Figure 1. Clock wiring as the flow saved it.
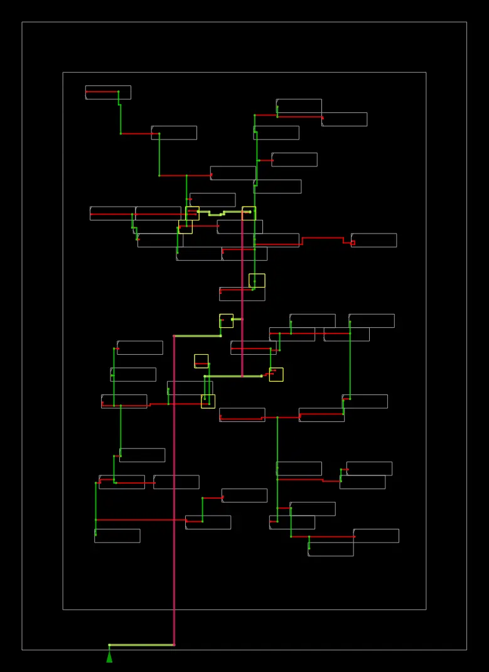
Figure 2. Where the registers sit.
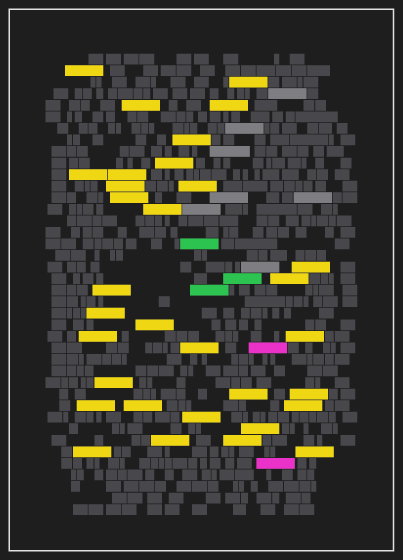
File: config.mk
export PLATFORM = sky130hd
export DESIGN_NAME = mcdt_rr_arbiter
export DESIGN_NICKNAME = d
export VERILOG_FILES = /design/src/rtl/mcdt_rr_arbiter.sv
export SDC_FILE = /design/constraint.sdc
export NUM_CORES = 1
export LEC_CHECK = 0
export CORE_ASPECT_RATIO = 1.5
export CORE_MARGIN = 8
export CORE_UTILIZATION = 43
export CTS_BUF_LIST = sky130_fd_sc_hd__clkbuf_4
export CTS_CLUSTER_SIZE = 25
export DETAILED_ROUTE_END_ITERATION = 6
export GPL_ROUTABILITY_DRIVEN = 0
export PLACE_DENSITY = 0.77
export SLEW_MARGIN = 5
export SYNTH_ARGS = -nofsm -noshare
export SYNTH_HDL_FRONTEND = slang
export SYNTH_SLANG_ARGS = --single-unit
File: constraint.sdc
create_clock -name clk_i -period 8.5 [get_ports clk_i]
set_input_delay 2.55 -clock clk_i [delete_from_list [all_inputs] [get_ports clk_i]]
set_output_delay 2.55 -clock clk_i [all_outputs]
set_load 0.01 [all_outputs]
File: src/rtl/mcdt_rr_arbiter.sv
// MCDT output arbiter: drains one of three show-ahead channel FIFOs per cycle
// onto the shared output bus, round-robin or fixed priority, with bursts.
module mcdt_rr_arbiter #(
  parameter int DW        = 32,
  parameter int BURST_MAX = 4
) (
  input  logic          clk_i,
  input  logic          rstn_i,
  input  logic [2:0]    cfg_en_i,
  input  logic          cfg_mode_i,
  input  logic [1:0]    cfg_burst_i,
  input  logic [2:0]    ch_req_i,
  input  logic [DW-1:0] ch0_data_i,
  input  logic [DW-1:0] ch1_data_i,
  input  logic [DW-1:0] ch2_data_i,
  output logic [2:0]    ch_pop_o,
  output logic [DW-1:0] mcdt_data_o,
  output logic          mcdt_val_o,
  output logic [1:0]    mcdt_id_o
);

  localparam int CNT_W = $clog2(BURST_MAX + 1);

  typedef enum logic [0:0] {IDLE = 1'b0, GRANT = 1'b1} state_t;

  state_t             state_r, state_nxt_s;
  logic [1:0]         owner_r;
  logic [1:0]         burst_len_r;
  logic [CNT_W-1:0]   burst_cnt_r;
  logic [1:0]         rr_ptr_r;

  logic [2:0]         elig_s;
  logic               keep_s;
  logic               release_s;
  logic               start_s;
  logic               pop_any_s;
  logic [1:0]         arb_ptr_s;
  logic [1:0]         win_s;
  logic [1:0]         pop_idx_s;
  logic [DW-1:0]      pop_data_s;

  function automatic logic [1:0] inc3(input logic [1:0] p);
    case (p)
      2'd0:    return 2'd1;
      2'd1:    return 2'd2;
      default: return 2'd0;
    endcase
  endfunction

  function automatic logic [1:0] pick_fp(input logic [2:0] el);
    if (el[0])      return 2'd0;
    else if (el[1]) return 2'd1;
    else if (el[2]) return 2'd2;
    else            return 2'd0;
  endfunction

  function automatic logic [1:0] pick_rr(input logic [2:0] el, input logic [1:0] ptr);
    logic [1:0] c0, c1, c2;
    c0 = (ptr == 2'd3) ? 2'd0 : ptr;
    c1 = inc3(c0);
    c2 = inc3(c1);
    if (el[c0])      return c0;
    else if (el[c1]) return c1;
    else if (el[c2]) return c2;
    else             return 2'd0;
  endfunction

  assign elig_s = ch_req_i & cfg_en_i;

  // State register and grant bookkeeping
  always_ff @(posedge clk_i or negedge rstn_i) begin
    if (!rstn_i) begin
      state_r     <= IDLE;
      owner_r     <= 2'd0;
      burst_len_r <= 2'd0;
      burst_cnt_r <= '0;
      rr_ptr_r    <= 2'd0;
    end else begin
      state_r  <= state_nxt_s;
      rr_ptr_r <= arb_ptr_s;
      if (start_s) begin
        owner_r     <= win_s;
        burst_len_r <= cfg_burst_i;
        burst_cnt_r <= CNT_W'(1);
      end else if (keep_s) begin
        burst_cnt_r <= burst_cnt_r + CNT_W'(1);
      end else begin
        burst_cnt_r <= burst_cnt_r;
      end
    end
  end

  // Next-state: continue the burst, or release and re-arbitrate with no bubble
  always_comb begin
    keep_s      = 1'b0;
    release_s   = 1'b0;
    arb_ptr_s   = rr_ptr_r;
    win_s       = 2'd0;
    start_s     = 1'b0;
    state_nxt_s = IDLE;
    if (state_r == GRANT) begin
      keep_s    = elig_s[owner_r] && (burst_cnt_r <= CNT_W'(burst_len_r));
      release_s = ~keep_s;
    end else begin
      keep_s    = 1'b0;
      release_s = 1'b0;
    end
    if (release_s && !cfg_mode_i) begin
      arb_ptr_s = inc3(owner_r);
    end else begin
      arb_ptr_s = rr_ptr_r;
    end
    if (cfg_mode_i) begin
      win_s = pick_fp(elig_s);
    end else begin
      win_s = pick_rr(elig_s, arb_ptr_s);
    end
    start_s = ~keep_s && (elig_s != 3'b000);
    if (keep_s || start_s) begin
      state_nxt_s = GRANT;
    end else begin
      state_nxt_s = IDLE;
    end
  end

  // Pop outputs; suppressed while reset is held so no FIFO is drained
  always_comb begin
    pop_any_s = keep_s | start_s;
    pop_idx_s = keep_s ? owner_r : win_s;
    ch_pop_o  = 3'b000;
    if (rstn_i && pop_any_s) begin
      ch_pop_o[pop_idx_s] = 1'b1;
    end else begin
      ch_pop_o = 3'b000;
    end
    case (pop_idx_s)
      2'd0:    pop_data_s = ch0_data_i;
      2'd1:    pop_data_s = ch1_data_i;
      2'd2:    pop_data_s = ch2_data_i;
      default: pop_data_s = '0;
    endcase
  end

  // Output register: capture the popped word, hold it while idle
  always_ff @(posedge clk_i or negedge rstn_i) begin
    if (!rstn_i) begin
      mcdt_data_o <= '0;
      mcdt_val_o  <= 1'b0;
      mcdt_id_o   <= 2'd0;
    end else begin
      mcdt_val_o <= pop_any_s;
      if (pop_any_s) begin
        mcdt_data_o <= pop_data_s;
        mcdt_id_o   <= pop_idx_s;
      end else begin
        mcdt_data_o <= mcdt_data_o;
        mcdt_id_o   <= mcdt_id_o;
      end
    end
  end

endmodule
==> Slide: Implementation Results <==
Implementation Results

Logic synthesis
  • Synth Area in Simple Gates: 0.304
  • Post-synth EDFFs: 0
  • XOR Share, Synth: 0
  • Syn avg cell area: 7.89 sq um
  • Main flop type: dfrtp_1
  • Seq cells post-synth: 44
  • Synth Warn #: 0
  • Post-Syn Area: 0.00354 sq mm
  • Yosys aoi share: 0.277
  • Post-synth seq share: 0.311
  • Mux share: 0.00918
  • Syn Nets: 563
  • Ys async rst share: 1.00
  • Distinct cell type count after synthesis: 45

STA
  • Final Hold Fails: 0
  • Final worst-path cycle share: 0.986
  • Rel. slew slack: 0.337
  • Slew Limit Fails: 0
  • Worst Tran Pin Value: 0.991 ns

Final layout
  • Comb area: 0.00225 sq mm
  • Comb area share: 0.433
  • Layout cell share with drive strength beyond 1: 0.0922
  • Ant diodes: 1
  • Buffers, non-clock: 171
  • Layout fillers: 709
  • Buffering overhead: 0.313
  • Largest Register: mcdt_data_o
  • Cell area after layout: 0.00521 sq mm
  • Area grow syn2layout: 47.1%
  • Largest register FFs: 32

Routing
  • Met2 wire length: 7070 microns
  • Vias/cell: 5.93
  • Post-route ant nets: 0
  • Metal1 wirelength: 4880 microns
  • Total routed wirelength: 13,400 microns
  • Drt wl/cell: 19.4 microns
  • Remaining DRCs: 0
  • TritonRoute pass-1 iters: 4
  • Met3 WL: 781 microns
  • Initial DRC count: 288

Setup path
  • Worst-path fanout max: 4
  • Slowest CP cell: clkdlybuf4s50_1
  • Crit path from: ch_req_i[1]
  • Startpoint types: input port
  • Worst Path Required: 5.95 ns
  • R2r setup slk: 3.58 ns
  • Reg2reg end: mcdt_data_o[4]
  • CP Class: in -> out
  • CP cell instances: clkdlybuf4s50_1, nand2_1, o22a_1, a2111oi_4, nor3_2, mux2_4, inv_1, ha_2, and4b_1, or3_4, o221a_2, a21o_1, nor3b_2, clkdlybuf4s15_1
  • Crit. End Element: output pin
  • Depth of the most critical reg-to-reg path: 17
  • Crit path largest cell delay: 0.50 ns
  • R2r startpoint: burst_cnt_r[1]

Pwr
  • Net Switching: 725 uW
  • P_leak: 0.00207 uW
  • Net Sw Frac: 0.462
  • Int Power: 845 uW
  • Clock-net power: 110 uW
  • Logic power comb: 1090 uW
  • Gate power share: 0.694
  • Clock power share: 0.070

Placed design
  • Area after DPL: 0.00507 sq mm
  • Pre-CTS setup slack: -0.409 ns
  • Buffers on Ports: 144

Hold path
  • Hold_sp: mcdt_id_o[1]
  • Hold path cells: 2
  • Hold Crit Class: reg -> reg

Clock network
  • Post-cts resize count: 7
  • Clock sink count: 44
  • Clock buffer depth: 2
  • CTS Buf Count: 5
  • H-tree depth: 2
  • CTS tree: done
  • CTS root buffer: clkbuf_4

Die
  • Number of I/O pins: 145
  • Die area: 0.0115 sq mm
  • Floorplan core density: 0.442

Run status
  • Status: completed

GRT
  • Met3 Resource Use GR: 0.0369
  • Grt met1 use: 0.235
  • Vias in the first global route: 4,181
  • Total grt overflow: 0
  • Initial antenna violation count: 1

Job
  • Stage-log warning count: 29
## Picture notes: Figure 1
Seq cells: 44
Latency at later pin: 0.37 ns
skew final: 0.0198 ns
Clock buffer cells: 5

## Picture notes: Figure 2
| name in the netlist | color | sequential cells |
|---|---|---|
| burst_cnt_r | green | 3 |
| mcdt_data_o | yellow | 32 |
| mcdt_id_o | magenta | 2 |
not colored: 7
flop share of the area: 0.212
final core occ: 0.651
Seq. pwr: 370 uW
FF+latch area: 0.00110 sq mm

-- cell usage in the layout (no fill, tap or decap), types with 27 or more instances in the layout --
cell type        Yosys  final
o31ai_1             32     32
dfrtp_1             44     43
nand2_1             43     43
nor3b_1             35     34
nor2_1              36     36
nand2b_1            33     33
buf_4                1     27
and3_1              33     33
a21oi_1             67     67
a31oi_1             32     32
clkdlybuf4s50_1      0    140
-- cell usage after synthesis (2+ instances only) --
library cell   n
buf_6          8
nor3_1         2
nor3b_1       35
o31a_1         2
and3_1        33
inv_1          6
a31oi_1       32
clkbuf_1      20
nor2b_1        2
o21ai_0        5
nand2b_1      33
o31ai_1       32
ha_1           7
nor2_1        36
dfrtp_1       44
nand2_1       43
a21boi_0       2
mux2_2         2
buf_2         13
a21oi_1       67
Power is estimated from default activity; no workload was simulated.
